$ cat src/rtl/sdram_arbiter.sv
// SDRAM command/address bus arbiter.
// After the init sequencer finishes, the arbiter hands the single SDRAM bus
// to the refresh, write or read engine, one at a time. Refresh has absolute
// priority. Writes and reads alternate when both are pending. A periodic
// refresh request is generated internally from a free-running interval counter.
//
// state  | meaning
// -------+-------------------------------------------------------------
// S_INIT | init sequencer drives the bus, waiting for init_end
// S_ARB  | bus idle (NOP), choose the next owner
// S_AREF | refresh engine owns the bus until aref_end
// S_WR   | write engine owns the bus until wr_end
// S_RD   | read engine owns the bus until rd_end
module sdram_arbiter #(
  parameter int CLK       = 100_000_000,
  parameter int TREFI     = 7800,
  parameter int REF_CNT_W = 12
) (
  input  logic        clk,
  input  logic        rst_n,
  input  logic        init_end,
  input  logic [3:0]  init_cmd,
  input  logic [1:0]  init_ba,
  input  logic [12:0] init_addr,
  input  logic [3:0]  aref_cmd,
  input  logic [1:0]  aref_ba,
  input  logic [12:0] aref_addr,
  input  logic        aref_end,
  input  logic        wr_req,
  input  logic [3:0]  wr_cmd,
  input  logic [1:0]  wr_ba,
  input  logic [12:0] wr_addr,
  input  logic        wr_end,
  input  logic        rd_req,
  input  logic [3:0]  rd_cmd,
  input  logic [1:0]  rd_ba,
  input  logic [12:0] rd_addr,
  input  logic        rd_end,
  output logic        aref_en,
  output logic        wr_en,
  output logic        rd_en,
  output logic        aref_pending,
  output logic [3:0]  sdram_cmd,
  output logic [1:0]  sdram_ba,
  output logic [12:0] sdram_addr
);

  localparam int CLK_NS     = 1_000_000_000 / CLK;
  localparam int REF_CYCLES = TREFI / CLK_NS;
  localparam logic [REF_CNT_W-1:0] REF_LAST = REF_CNT_W'(REF_CYCLES - 1);

  // NOP is CS# low with RAS#, CAS#, WE# high; idle bus parks ba/addr high.
  localparam logic [3:0]  OP_NOP    = 4'b0111;
  localparam logic [1:0]  IDLE_BA   = 2'b11;
  localparam logic [12:0] IDLE_ADDR = 13'h1fff;

  typedef enum logic [2:0] {
    S_INIT = 3'd0,
    S_ARB  = 3'd1,
    S_AREF = 3'd2,
    S_WR   = 3'd3,
    S_RD   = 3'd4
  } state_t;

  state_t                state;
  state_t                state_nxt;
  logic                  last_wr;
  logic [REF_CNT_W-1:0]  ref_cnt;
  logic                  ref_wrap;

  // The interval counter only advances once init is done; wrap marks a due refresh.
  assign ref_wrap = init_end && (ref_cnt == REF_LAST);

  // Refresh interval counter, free-running through bursts so refreshes are delayed, never lost.
  always_ff @(posedge clk or negedge rst_n) begin
    if (!rst_n) begin
      ref_cnt <= '0;
    end else if (!init_end || ref_wrap) begin
      ref_cnt <= '0;
    end else begin
      ref_cnt <= ref_cnt + 1'b1;
    end
  end

  // Pending flag: set on wrap, cleared on entry to S_AREF; a coincident wrap keeps it set.
  always_ff @(posedge clk or negedge rst_n) begin
    if (!rst_n) begin
      aref_pending <= 1'b0;
    end else if (ref_wrap) begin
      aref_pending <= 1'b1;
    end else if (state == S_ARB && aref_pending) begin
      aref_pending <= 1'b0;
    end
  end

  // State register.
  always_ff @(posedge clk or negedge rst_n) begin
    if (!rst_n) begin
      state <= S_INIT;
    end else begin
      state <= state_nxt;
    end
  end

  // Round-robin memory: remembers whether the last completed burst was a write.
  always_ff @(posedge clk or negedge rst_n) begin
    if (!rst_n) begin
      last_wr <= 1'b0;
    end else if (state == S_WR && wr_end) begin
      last_wr <= 1'b1;
    end else if (state == S_RD && rd_end) begin
      last_wr <= 1'b0;
    end
  end

  // Next-state logic; end pulses only matter in the state that owns them.
  always_comb begin
    state_nxt = state;
    case (state)
      S_INIT: begin
        if (init_end) state_nxt = S_ARB;
      end
      S_ARB: begin
        if (aref_pending) begin
          state_nxt = S_AREF;
        end else if (wr_req && rd_req) begin
          state_nxt = last_wr ? S_RD : S_WR;
        end else if (wr_req) begin
          state_nxt = S_WR;
        end else if (rd_req) begin
          state_nxt = S_RD;
        end
      end
      S_AREF: begin
        if (aref_end) state_nxt = S_ARB;
      end
      S_WR: begin
        if (wr_end) state_nxt = S_ARB;
      end
      S_RD: begin
        if (rd_end) state_nxt = S_ARB;
      end
      default: state_nxt = S_ARB;
    endcase
  end

  assign aref_en = (state == S_AREF);
  assign wr_en   = (state == S_WR);
  assign rd_en   = (state == S_RD);

  // Bus mux, selected by state only so requester inputs pass straight through.
  always_comb begin
    sdram_cmd  = OP_NOP;
    sdram_ba   = IDLE_BA;
    sdram_addr = IDLE_ADDR;
    case (state)
      S_INIT: begin
        sdram_cmd  = init_cmd;
        sdram_ba   = init_ba;
        sdram_addr = init_addr;
      end
      S_AREF: begin
        sdram_cmd  = aref_cmd;
        sdram_ba   = aref_ba;
        sdram_addr = aref_addr;
      end
      S_WR: begin
        sdram_cmd  = wr_cmd;
        sdram_ba   = wr_ba;
        sdram_addr = wr_addr;
      end
      S_RD: begin
        sdram_cmd  = rd_cmd;
        sdram_ba   = rd_ba;
        sdram_addr = rd_addr;
      end
      default: begin
        sdram_cmd  = OP_NOP;
        sdram_ba   = IDLE_BA;
        sdram_addr = IDLE_ADDR;
      end
    endcase
  end

endmodule
$ cat config.mk
export PLATFORM = sky130hd
export DESIGN_NAME = sdram_arbiter
export DESIGN_NICKNAME = d
export VERILOG_FILES = /design/src/rtl/sdram_arbiter.sv
export SDC_FILE = /design/constraint.sdc
export NUM_CORES = 1
export LEC_CHECK = 0
export ABC_AREA = 1
export CAP_MARGIN = 40
export CORE_MARGIN = 8
export CORE_UTILIZATION = 39
export CTS_BUF_LIST = sky130_fd_sc_hd__clkbuf_8
export DETAILED_ROUTE_END_ITERATION = 16
export GPL_ROUTABILITY_DRIVEN = 0
export GPL_TIMING_DRIVEN = 0
export PLACE_DENSITY = 0.88
export SETUP_SLACK_MARGIN = 0.05
export SLEW_MARGIN = 20
export SYNTH_ARGS = -nofsm -noshare
export SYNTH_HDL_FRONTEND = slang
export SYNTH_SLANG_ARGS = --single-unit
export TNS_END_PERCENT = 1
$ cat constraint.sdc
create_clock -name clk -period 3 [get_ports clk]
set_input_delay 0.45 -clock clk [delete_from_list [all_inputs] [get_ports clk]]
set_output_delay 0.45 -clock clk [all_outputs]
set_load 0.01 [all_outputs]
Run 1, placed standard cells:
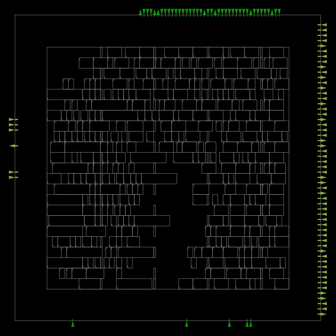
fraction of area in registers: 0.156
Layout Utilization: 0.699

Run 1, gate families picked out:
The bar under the picture is 20 um long.
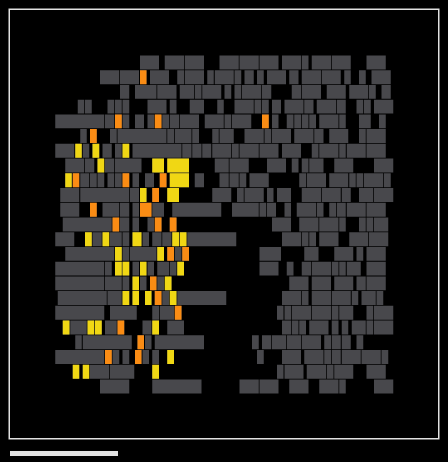
- inverters: orange (cells 23)
- NOR gates: yellow (cells 35)
Commonest Layout Cell: nand2_1
Non-Filler Instances: 422
logic gate fraction of the total cell area: 0.356

Run 1, signal wires by layer:
The bar under the picture is 20 um long.
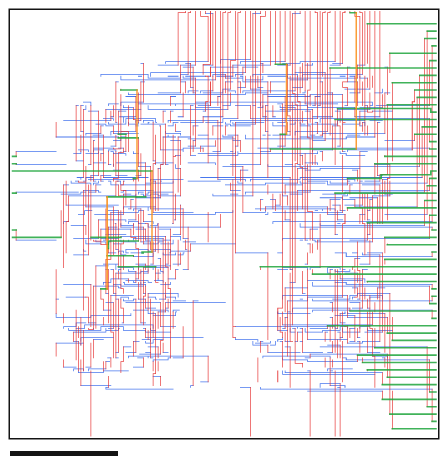
- met3: green (wire length 567 um)
- met1: blue (wire length 2670 um)
- met4: orange (wire length 86.4 um)
- met2: red (wire length 3060 um)
routed via count: 2093
Avg WL per Cell: 15.1 um
gr usage total: 0.197
DRT Wirelength: 6.39 mm

Run 1, sequential cells colored by netlist name:
The bar under the picture is 20 um long. Other sequential cells in the stronger gray, the rest of the logic in the fainter gray.
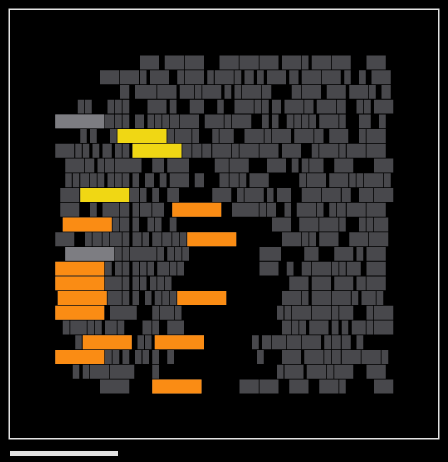
- ref_cnt: orange (flops 12)
- state: yellow (flops 3)
- not colored: 2
P_seq: 303 uW
FF/Latch Area: 425 um^2

==> results_dict.tcl, run 1 <==
# flow metrics
set metrics [dict create \
    synth_top_cell_by_area "nand2_1" \
    crit_type "flop to primary output" \
    clk_latency_ns 0.26 \
    drive_gt1_frac 0.0538 \
    fillers 320 \
    top_power_group "combinational cells" \
    ys_sh_adder 0.00807 \
    antenna_found_initial 0 \
    dpl_cell_area_um2 2670 \
    whs_ns 0.410 \
    hpwl_mm 5.40 \
    synth.cellmix.simpleShare 0.536 \
    port-buffer-count 106 \
    ys_chip_area_um2 1550 \
    firstDrtPassIters 4 \
    synth_flops 17 \
    ios 107 \
    warning_count 26 \
    yosysUniqueCellTypes 24 \
    grt-ovfl-total 0 \
    fin_skew_ns 0.00396 \
    clock_area_frac 0.0165 \
    ctsHoldBuffers 0 \
    status "finished clean" \
    diodes 0 \
    largest_reg_flops 12 \
    topCellsByArea "nand2_1, dfrtp_1, nand3_1, nor2_1, nand3b_1" \
    clockBufferDepth 2 \
    drtIter0Drc 77 \
    yosys_warnings 0 \
    inv_count 23 \
    die_w_um 79.0 \
    wirelength_met1_mm 2.67 \
    edf_count 0 \
    fp_nets 346 \
    top_layer "met4" \
    cts_tree "done" \
    fin_ws_ns 0.447 \
    critical_path_arrival_ns 2.10 \
    clock.fmax_ghz 0.392 \
    largest_register "ref_cnt" \
    coreArea_um2 3910 \
    total_power_uw 1970 \
    p_comb_uw 1500 \
    rr_worst_depth 6 \
    worst_pin_slew_ns 0.358 \
    crit_family "buffers and inverters" \
    grt_util_met2 0.338 \
    grt_max_degree 18 \
    rows 23 \
    signal_buffers 115 \
    crit_chain "nor2_2 > nand2_2 > inv_4 > clkbuf_8 > nand2_1 > nand3_1 > nand3b_1 > clkdlybuf4s50_1" \
    p_comb_frac 0.761 \
    grt_pass1_wl_mm 9.92 \
    stdcell_area_um2 2730 \
    clockPowerShare 0.085 \
    crit_cells 8 \
    ys_sh_xor 0.0226 \
    fp_util 0.396 \
    vias_per_cell 4.96 \
    reg2reg_slack_ns 1.48 \
    clock-sinks 17 \
    drc 0 \
    num-nets-final 458 \
    crit_start "state[1]" \
    flop-count 17 \
    wl_met3_um 566 \
    vdd_ir_drop_max_v 0.000465 \
    nonClkBufAreaFrac 0.417 \
    wl_met2_mm 3.06 \
    async_flop_share 1.00 \
    p_int_uw 1150 \
    swShare 0.418 \
    dp.cells 417 \
    power_leakage_uw 0.00117 \
    crit_path_max_fanout 10 \
    clk_pin_slew_worst_paths_ns 0.06 \
    r2r-end "ref_cnt[7]" \
    max-cap-violations 0 \
]
Run 1, placed cells, one color a class:
The bar under the picture is 20 um long. Fill, decap, tap and diode cells in gray.
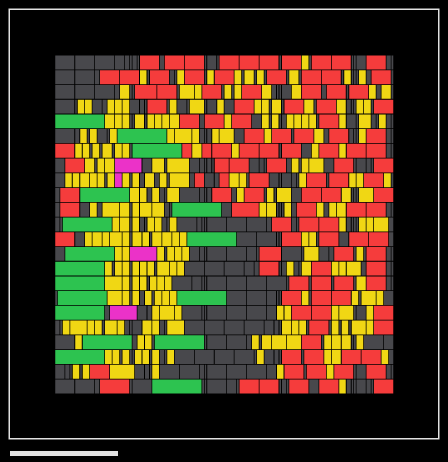

==> run 2, diff against run 1 <==
Settings changed: SLEW_MARGIN 20 to 10.
Run 2, placed cells, one color a class:
The bar under the picture is 20 um long. Fill, decap, tap and diode cells in gray.
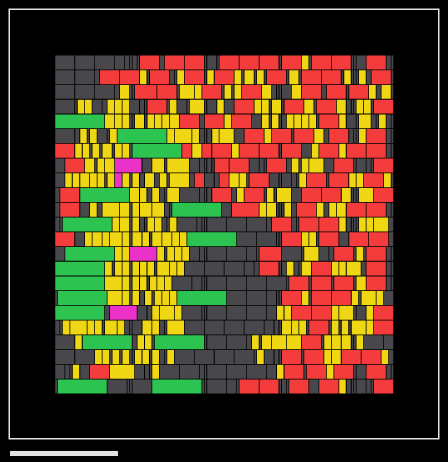
- clock drivers and dummy loads: magenta (cells 4; share of their area 1.7%)
- all other logic: yellow (cells 236; share of their area 40%)
- other buffers and delay cells: red (cells 114; share of their area 42%)
- flip-flops: green (cells 17; share of their area 16%)
Rows: 23
fraction of area in registers: 0.156
core area: 3910 um^2
Final Cell Area: 2720 um^2
Layout Utilization: 0.695

==> run 2 against run 1 <==
Synthesized area unchanged. Via count grew 0.48%. Non-clock buffer count shrank 1.
==> results_dict.tcl, run 2 <==
# flow metrics
set metrics [dict create \
    status "finished clean" \
    async_flop_share 1.00 \
    layout_top_cell "nand2_1" \
    fin_skew_ns 0.00121 \
    crit_path_max_fanout 10 \
    synth.cellmix.simpleShare 0.536 \
    seq_area_um2 425 \
    clockPowerShare 0.087 \
    topCellsByArea "nand2_1, dfrtp_1, nand3_1, nor2_1, nand3b_1" \
    vdd_ir_drop_max_v 0.000464 \
    total_power_uw 1970 \
    max-cap-violations 0 \
    flop-count 17 \
    firstDrtPassIters 4 \
    ctsHoldBuffers 0 \
    clock-sinks 17 \
    clock.fmax_ghz 0.392 \
    drtIter0Drc 96 \
    fillers 323 \
    synth_top_cell_by_area "nand2_1" \
    power_leakage_uw 0.00116 \
    clock_area_frac 0.0166 \
    grt-ovfl-total 0 \
    reg2reg_slack_ns 1.49 \
    top_power_group "combinational cells" \
    diodes 0 \
    wl_met3_um 566 \
    dp.cells 417 \
    pg_seq_uw 302 \
    inv_count 23 \
    drive_gt1_frac 0.0512 \
    fin_tns_setup_ns 0 \
    yosysUniqueCellTypes 24 \
    dpl_cell_area_um2 2670 \
    p_comb_frac 0.760 \
    largest_register "ref_cnt" \
    ys_sh_xor 0.0226 \
    crit_cells 8 \
    critical_path_arrival_ns 2.10 \
    comb-cell-share 0.358 \
    r2r-end "ref_cnt[7]" \
    crit_type "flop to primary output" \
    drc 0 \
    netlist_top_cells_count "nand2_1, nor2_1, nand3_1" \
    cts_tree "done" \
    ys_chip_area_um2 1550 \
    wl_met2_mm 3.09 \
    port-buffer-count 106 \
    antenna_found_initial 0 \
    worst_pin_slew_ns 0.749 \
    synth_flops 17 \
    crit_family "buffers and inverters" \
    area_growth_syn_to_layout_pct 75.4 \
    yosys_warnings 0 \
    clockBufferDepth 2 \
    p_comb_uw 1500 \
    min_period_ns 2.55 \
    nonClkBufAreaFrac 0.414 \
    ys_sh_aoi 0.0605 \
    hpwl_mm 5.40 \
    largest_reg_flops 12 \
    rr_worst_depth 6 \
    swShare 0.418 \
    crit_chain "nor2_2 > nand2_2 > inv_4 > clkbuf_8 > nand2_1 > nand3_1 > nand3b_1 > clkdlybuf4s50_1" \
    wirelength_met1_mm 2.64 \
    p_int_uw 1150 \
    final_cells 421 \
    signal_buffers 114 \
    fp_util 0.396 \
    grt_util_met2 0.338 \
    clk_latency_ns 0.26 \
    r2r-start "ref_cnt[0]" \
    vias_per_cell 5.00 \
    die_w_um 79.0 \
]
Run 2, signal wires by layer:
The bar under the picture is 20 um long.
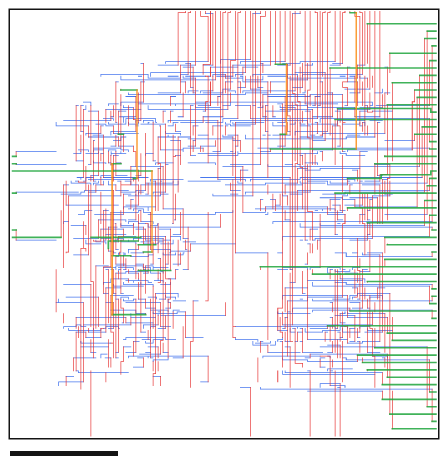
- met4: orange (wire length 97.2 um)
- met2: red (wire length 3090 um)
- met3: green (wire length 566 um)
- met1: blue (wire length 2640 um)
Avg WL per Cell: 15.2 um
routed via count: 2103
DRT Wirelength: 6.39 mm

Power is estimated from default activity; no workload was simulated.
